--- src/rtl/uart_rx.sv ---
`default_nettype none
// ============================================================================
// Module      : uart_rx
// Description : 8N1 UART receiver. Two-flop input synchronizer, mid-bit
//               sampling, one-byte holding register with valid/ready
//               handshake, and one-cycle frame-error / overrun pulses.
// Revision    : 1.0 - initial release
// ============================================================================
module uart_rx #(
    parameter int CLK_FREQ = 50_000_000,
    parameter int BAUD     = 115200
) (
    input  logic       clk,
    input  logic       rst,
    input  logic       rx,
    output logic [7:0] rx_data,
    output logic       rx_valid,
    input  logic       rx_ready,
    output logic       frame_err,
    output logic       overrun
);

    localparam int c_CLKS_PER_BIT = CLK_FREQ / BAUD;
    localparam int c_HALF_BIT     = c_CLKS_PER_BIT / 2;
    localparam int c_CNT_W        = $clog2(c_CLKS_PER_BIT);

    localparam logic [c_CNT_W-1:0] c_CNT_LAST = c_CNT_W'(c_CLKS_PER_BIT - 1);
    localparam logic [c_CNT_W-1:0] c_CNT_HALF = c_CNT_W'(c_HALF_BIT - 1);

    typedef enum logic [2:0] {
        S_IDLE  = 3'd0,
        S_START = 3'd1,
        S_DATA  = 3'd2,
        S_STOP  = 3'd3,
        S_BREAK = 3'd4
    } state_t;

    state_t               r_state;
    state_t               w_state_next;

    logic                 r_rx_meta;
    logic                 r_rx_s;
    logic [c_CNT_W-1:0]   r_cnt;
    logic [2:0]           r_idx;
    logic [7:0]           r_shreg;
    logic [7:0]           r_rx_data;
    logic                 r_rx_valid;
    logic                 r_frame_err;
    logic                 r_overrun;

    logic                 w_cnt_last;
    logic                 w_cnt_clr;
    logic                 w_idx_clr;
    logic                 w_shift;
    logic                 w_stop_ok;
    logic                 w_stop_bad;
    logic                 w_can_load;

    assign w_cnt_last = (r_cnt == c_CNT_LAST);
    // The holding register can take a new byte if it is empty or is being
    // drained on this very edge.
    assign w_can_load = ~r_rx_valid | rx_ready;

    assign rx_data   = r_rx_data;
    assign rx_valid  = r_rx_valid;
    assign frame_err = r_frame_err;
    assign overrun   = r_overrun;

    // Two-flop synchronizer for the asynchronous serial line (idles high).
    always_ff @(posedge clk or posedge rst) begin
        if (rst) begin
            r_rx_meta <= 1'b1;
            r_rx_s    <= 1'b1;
        end else begin
            r_rx_meta <= rx;
            r_rx_s    <= r_rx_meta;
        end
    end

    // FSM state register.
    always_ff @(posedge clk or posedge rst) begin
        if (rst) begin
            r_state <= S_IDLE;
        end else begin
            r_state <= w_state_next;
        end
    end

    // Next-state decode and per-cycle control strobes.
    always_comb begin
        w_state_next = r_state;
        w_cnt_clr    = 1'b0;
        w_idx_clr    = 1'b0;
        w_shift      = 1'b0;
        w_stop_ok    = 1'b0;
        w_stop_bad   = 1'b0;
        case (r_state)
            S_IDLE: begin
                w_cnt_clr = 1'b1;
                if (!r_rx_s) begin
                    w_state_next = S_START;
                end
            end
            S_START: begin
                // Re-check the start bit at its midpoint to reject glitches.
                if (r_cnt == c_CNT_HALF) begin
                    w_cnt_clr = 1'b1;
                    if (!r_rx_s) begin
                        w_state_next = S_DATA;
                        w_idx_clr    = 1'b1;
                    end else begin
                        w_state_next = S_IDLE;
                    end
                end
            end
            S_DATA: begin
                if (w_cnt_last) begin
                    w_shift = 1'b1;
                    if (r_idx == 3'd7) begin
                        w_state_next = S_STOP;
                    end
                end
            end
            S_STOP: begin
                if (w_cnt_last) begin
                    if (r_rx_s) begin
                        w_stop_ok    = 1'b1;
                        w_state_next = S_IDLE;
                    end else begin
                        w_stop_bad   = 1'b1;
                        w_state_next = S_BREAK;
                    end
                end
            end
            S_BREAK: begin
                // Wait out a held-low line so it is not taken as a new start.
                w_cnt_clr = 1'b1;
                if (r_rx_s) begin
                    w_state_next = S_IDLE;
                end
            end
            default: begin
                w_state_next = S_IDLE;
            end
        endcase
    end

    // Baud counter: free-runs 0..CLKS_PER_BIT-1, cleared on FSM request.
    always_ff @(posedge clk or posedge rst) begin
        if (rst) begin
            r_cnt <= '0;
        end else if (w_cnt_clr || w_cnt_last) begin
            r_cnt <= '0;
        end else begin
            r_cnt <= r_cnt + 1'b1;
        end
    end

    // Bit index and LSB-first shift register.
    always_ff @(posedge clk or posedge rst) begin
        if (rst) begin
            r_idx   <= 3'd0;
            r_shreg <= 8'h00;
        end else if (w_idx_clr) begin
            r_idx <= 3'd0;
        end else if (w_shift) begin
            r_shreg[r_idx] <= r_rx_s;
            r_idx          <= r_idx + 3'd1;
        end
    end

    // Holding register, handshake and status pulses.
    always_ff @(posedge clk or posedge rst) begin
        if (rst) begin
            r_rx_data   <= 8'h00;
            r_rx_valid  <= 1'b0;
            r_frame_err <= 1'b0;
            r_overrun   <= 1'b0;
        end else begin
            r_frame_err <= w_stop_bad;
            r_overrun   <= w_stop_ok & ~w_can_load;
            if (w_stop_ok && w_can_load) begin
                r_rx_data  <= r_shreg;
                r_rx_valid <= 1'b1;
            end else if (r_rx_valid && rx_ready) begin
                r_rx_valid <= 1'b0;
            end
        end
    end

endmodule
`default_nettype wire

--- config.mk ---
export PLATFORM = sky130hd
export DESIGN_NAME = uart_rx
export DESIGN_NICKNAME = d
export VERILOG_FILES = /design/src/rtl/uart_rx.sv
export SDC_FILE = /design/constraint.sdc
export NUM_CORES = 1
export LEC_CHECK = 0
export CORE_AREA = 4 4 62 64
export CTS_BUF_LIST = sky130_fd_sc_hd__clkbuf_4
export CTS_CLUSTER_SIZE = 30
export DETAILED_ROUTE_END_ITERATION = 12
export DIE_AREA = 0 0 66 68
export GPL_TIMING_DRIVEN = 1
export PLACE_DENSITY = 0.74
export SYNTH_ARGS = -nofsm -noshare
export SYNTH_HDL_FRONTEND = slang
export SYNTH_SLANG_ARGS = --single-unit
--- constraint.sdc ---
create_clock -name clk -period 1.9 [get_ports clk]
set_clock_uncertainty 0.05 [all_clocks]
set_input_delay 0.285 -clock clk [delete_from_list [all_inputs] [get_ports clk]]
set_output_delay 0.285 -clock clk [all_outputs]
set_load 0.02 [all_outputs]
==> impl_metrics.json, run 1 <==
{
  "die_x_um": 66,
  "crit_family": "simple AND/OR/NAND/NOR gates",
  "p_leak_nw": 0.9770,
  "ys_chip_area_um2": 1663,
  "seqPwrFrac_pct": 63.9,
  "clk_latency_ns": 0.34,
  "syn_avg_cell_area_um2": 12.05,
  "crit_path_cell_trace": "inv_2 > ha_4 > and4bb_4 > nand4_4 > nor4b_4 > mux2_4",
  "fin_tns_setup_ns": -0.1235,
  "p_sw_share_pct": 22.55,
  "grt_use_total_pct": 15.76,
  "pwr-share-comb_pct": 2.4,
  "drc": 0,
  "worst_path_largest_cell_delay_ns": 0.40,
  "grt_pass1_vias": 1176,
  "logic_area_um2": 830.8,
  "postCtsHoldBufs": 0,
  "numCtsBuffers": 5,
  "die-area_um2": 4488,
  "outcome": "finished, violations left",
  "dr.first_iter.drc_count": 98,
  "rsz0062_at_grt": "yes",
  "finalWorstSetupSlack_ns": -0.05013,
  "antenna_found_initial": 0,
  "cp_max_fo": 7,
  "violations": "setup timing",
  "nNetsFinal": 184,
  "first_pass_iters": 4,
  "setup_viol": 4,
  "ys_seq_share_pct": 54.33,
  "avgRoutedWirePerCell_um": 15.25,
  "yosysWarnings": 0,
  "arrival_ns": 2.14,
  "area_leaders": "dfrtp_1 51%, mux2_2 11%, ha_1 3.8%",
  "warnings": 30,
  "placed_cell_area_um2": 1966,
  "critical_path_buf_inv_count": 1,
  "yosysUniqueCellTypes": 34,
  "root_buffer": "clkbuf_4",
  "crit_type": "flop to flop",
  "period_used_pct": 102.6,
  "power_frac_clock_pct": 33.7
}
[run 1: sequential cells by signal (all words and copies together) (netlist names)]
register,count
r_state,3
r_cnt,9
r_shreg,8
overrun,1
rx_data,8
frame_err,1
rx_valid,1
r_idx,3
r_rx_s,1
r_rx_meta,1
[run 1: cells in the mapped netlist (3+ instances only)]
master / number
mux2_2: 16
inv_1: 9
nand2_1: 6
dfrtp_1: 34
nor2_1: 12
nand3_1: 5
o21ai_0: 6
ha_1: 5
a21oi_1: 3
nor3_1: 5
o311ai_0: 3
nor4b_1: 4
xnor2_1: 4
[run 1: repair_timing]
item / 4_1_cts / 5_1_grt
pin swaps: 2 / 3
setup endpoints to repair: 14 / 19
cloned: 0 / 1
buffers inserted: 1 / 2
gates resized: 1 / 29
[run 1: worst paths after layout]
path                       startpoint         end  slack, ns  depth (start not counted)
min in group clk                   rx   r_rx_meta       0.29                          1
min                               rst  r_shreg[2]       0.28                          3
min reg2reg                 r_rx_meta      r_rx_s       0.31                          0
max                          r_cnt[1]  r_shreg[3]      -0.05                          6
max in group asynchronous         rst      r_rx_s       1.18                          3
max reg2reg                  r_cnt[1]  r_shreg[3]      -0.05                          6
[run 1: worst register-to-register path, delay by kind of cell, from the launching register on]
family,cells,cell delay (ns)
AND/OR/NAND/NOR,3,0.88
flip-flops,1,0.40
buffers and inverters,1,0.08
adder cells (fa/ha/maj),1,0.12
multiplexers,1,0.32
[run 1: power by group through the flow]
stage               combinational, mW  clock [mW]  sequential (mW)
floorplan                      0.0145           0            0.786
detailed placement             0.0301           0            0.786
global route                   0.0338       0.440            0.771
CTS                            0.0300       0.414            0.771
finish                         0.0289       0.406            0.771
global placement               0.0290           0            0.785
[run 1: cell type report]
class	count	share of cell area (%)
clock inverter	2	0.5164
sequential	36	41.42
clock buffer	6	2.065
inverter	9	1.549
timing repair buffer	32	13.71
tap	46	2.639
multi-input combinational	91	38.10
[run 1: kinds of logic after synthesis]
family	after synthesis	share of synthesized area (%)
xor gates and xnor gates	6	3.160
AOI/OAI and AO/OA	15	6.170
muxes	16	10.84
and+or+nand+nor	48	18.51
DFF	36	54.33
buffers and inverters	12	3.235
adders and majority gates	5	3.762
[run 1: cells in the final DEF (no fill, tap or decap), drive strengths merged, types with 6 or more instances in the layout]
cell type      count
o21ai              6
clkdlybuf4s50     14
clkbuf             6
inv                9
nor2              12
buf               18
dfrtp             34
mux2              16
nand2              7
[run 1: per-stage QoR]
step           power (mW)  hold slack (ns)  setup slack, ns  std cells
2_1_floorplan      0.8005           0.2395          0.07986        138
4_1_cts             1.215           0.2869         -0.04600        219
5_1_grt             1.244           0.2861          -0.1376        222
3_3_place_gp       0.8145           0.2967        -0.009664        210
3_5_place_dp       0.8157           0.3009         -0.03745        210
6_report            1.206           0.2849         -0.05013        222
[run 1: per-layer routing]
metal  GRT usage (%)  share of wire, %  up-vias  wire length, um
met5               0                 0        -                0
met4           9.645               1.7        0               58
met3           4.926               4.8        6              162
met2           25.03                50       31             1689
met1           18.81                44      599             1475
li1                -                 -      564                -
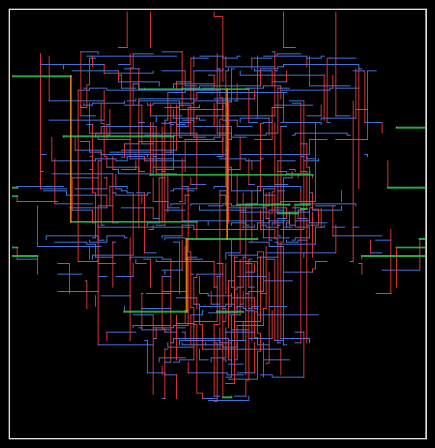
(run_1/metal_stack.png)
layer	color	wire length
met3	green	162 um
met2	red	1690 um
met4	orange	58.5 um
met1	blue	1480 um

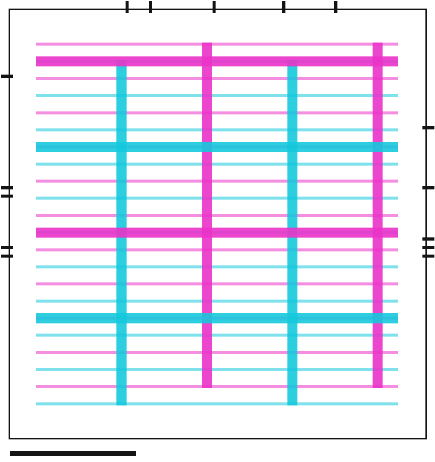
(run_1/pdn.png)
Bar = 20 um. Pins as bars on the die edge.
net	color
VSS	cyan
VDD	magenta
signal pins	15
met5 straps	4
met1 rails	22
met4 straps	4
rows	21

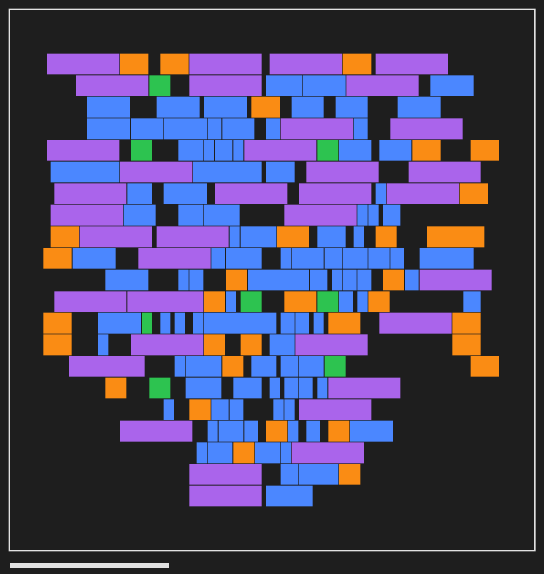
(run_1/cell_classes.png)
Bar = 20 um.
class	color	cells	share of their area
clock drivers and dummy loads	green	8	2.7%
all other logic	blue	100	41%
flip-flops	purple	36	43%
other buffers and delay cells	orange	32	14%
FP Rows: 21
fin util: 66.40%
Core Region: 3284 um2
Seq area share: 41.42%
post-route cell area: 2181 um2

==> run 2, diff against run 1 <==
- CORE_AREA: 4 4 62 64 -> 4 4 59 61
- DIE_AREA: 0 0 66 68 -> 0 0 63 65
- DONT_BUFFER_PORTS: not set -> 1
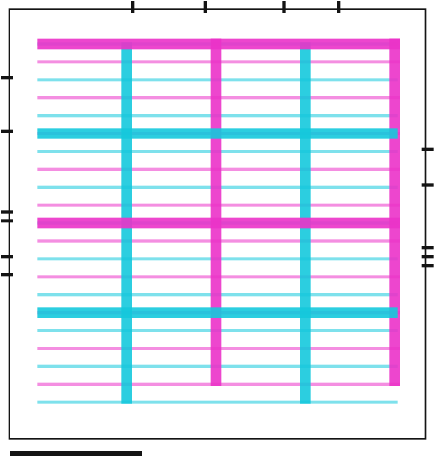
(run_2/pdn.png)
Bar = 20 um. Pins as bars on the die edge.
net	color
VSS	cyan
VDD	magenta
rows	20
met4 straps	4

==> impl_metrics.json, run 2 <==
{
  "crit_path_cell_trace": "inv_2 > ha_4 > and4bb_4 > nand4_4 > nor4b_2 > mux2_2",
  "antenna_found_initial": 0,
  "crit_type": "flop to flop",
  "crit_family": "simple AND/OR/NAND/NOR gates",
  "yosys-top-cells-count": "34 x dfrtp_1, 16 x mux2_2, 12 x nor2_1, 9 x inv_1",
  "r2r-end": "r_shreg[2]",
  "outcome": "finished, final reports clean",
  "area_leaders": "dfrtp_1 51%, mux2_2 11%, ha_1 3.8%",
  "dp_slack_ns": -0.04417,
  "first_pass_iters": 4,
  "drc": 0,
  "period_used_pct": 99.59,
  "numCtsBuffers": 5,
  "grt_use_total_pct": 15.68,
  "die-area_um2": 4095,
  "r2r-start": "r_cnt[1]",
  "clk_latency_ns": 0.34,
  "most_common_cell": "dfrtp_1",
  "reg2reg_depth": 6,
  "warnings": 30,
  "root_buffer": "clkbuf_4",
  "rsz0062_at_grt": "yes",
  "hold_start": "rx_ready",
  "p_leak_nw": 0.9119,
  "fin_area_um2": 1958,
  "ys_seq_share_pct": 54.33,
  "largest_reg_flops": 9,
  "die_x_um": 63,
  "syn_avg_cell_area_um2": 12.05,
  "critical_path_buf_inv_count": 1,
  "hold_depth": 2,
  "worst_path_largest_cell_delay_ns": 0.40,
  "coreArea_um2": 2978,
  "lay_top_cells": "34 x dfrtp_1, 16 x mux2_2, 15 x buf_4, 11 x nor2_1, 8 x inv_1",
  "finalWorstSetupSlack_ns": 0.007781,
  "cp_max_fo": 6,
  "rows": 20,
  "avgRoutedWirePerCell_um": 15.31,
  "arrival_ns": 2.09,
  "ys_chip_area_um2": 1663,
  "yosysUniqueCellTypes": 34,
  "regToRegSetupSlack_ns": 0.008
}
## run 2: cells by family after synthesis
family          count (synthesis)  synth area share [%]
compound gates                 15                 6.170
flops                          36                 54.33
xor+xnor                        6                 3.160
mux                            16                 10.84
buf+inv                        12                 3.235
fa+ha+maj                       5                 3.762
simple gates                   48                 18.51
## run 2: where the power goes
group	switching, mW	total [mW]	leakage [nW]	internal [mW]
combinational	0.0187	0.0254	0.401	0.00664
clock	0.253	0.408	0.0293	0.155
sequential	0.00128	0.771	0.481	0.770
total	0.273	1.20	0.912	0.931
## run 2: repair_timing
item	4_1_cts	5_1_grt
endpoints found under the hold margin	35	0
pin swaps	2	3
setup endpoints to repair	5	29
hold buffers	2	0
gates cloned	0	1
buffers inserted	0	2
gates resized	5	7
## run 2: final cells by class
class / instances / area (um2)
Fill cell: 218 / 1020
Sequential cell: 36 / 903.4
Multi-Input combinational cell: 91 / 770.7
Timing Repair Buffer: 18 / 152.6
Clock buffer: 6 / 45.04
Tap cell: 33 / 41.29
Inverter: 9 / 33.78
Clock inverter: 2 / 11.26
## run 2: metal layers
layer	GRT usage (%)	wire, um
met1	19.26	1396
met2	24.51	1391
met3	5.719	143
met4	7.438	53
met5	0	0
## run 2: worst max path at each step
stage | to | start | cells after the start
detailed placement | r_shreg[4] | r_cnt[1] | 6
CTS | r_shreg[2] | r_cnt[1] | 6
finish | r_shreg[2] | r_cnt[1] | 6
global placement | r_shreg[5] | r_cnt[1] | 6
global route | r_shreg[2] | r_cnt[1] | 6
floorplan | r_shreg[0] | r_cnt[1] | 7
## run 2: per-stage QoR
| stage | hold slack (ns) | utilization [%] | instances | TNS [ns] |
|---|---|---|---|---|
| final | 0.1027 | 65.76 | 195 | 0 |
| after global routing | 0.1102 | 65.76 | 195 | -0.5158 |
| after CTS | 0.09656 | 63.91 | 192 | -0.02461 |
| after detailed placement | 0.2395 | 60.50 | 182 | -0.1139 |
| after global placement | 0.2395 | 60.50 | 182 | -0.01300 |
| after floorplan | 0.2395 | - | 138 | 0 |
Power is estimated from default activity; no workload was simulated.
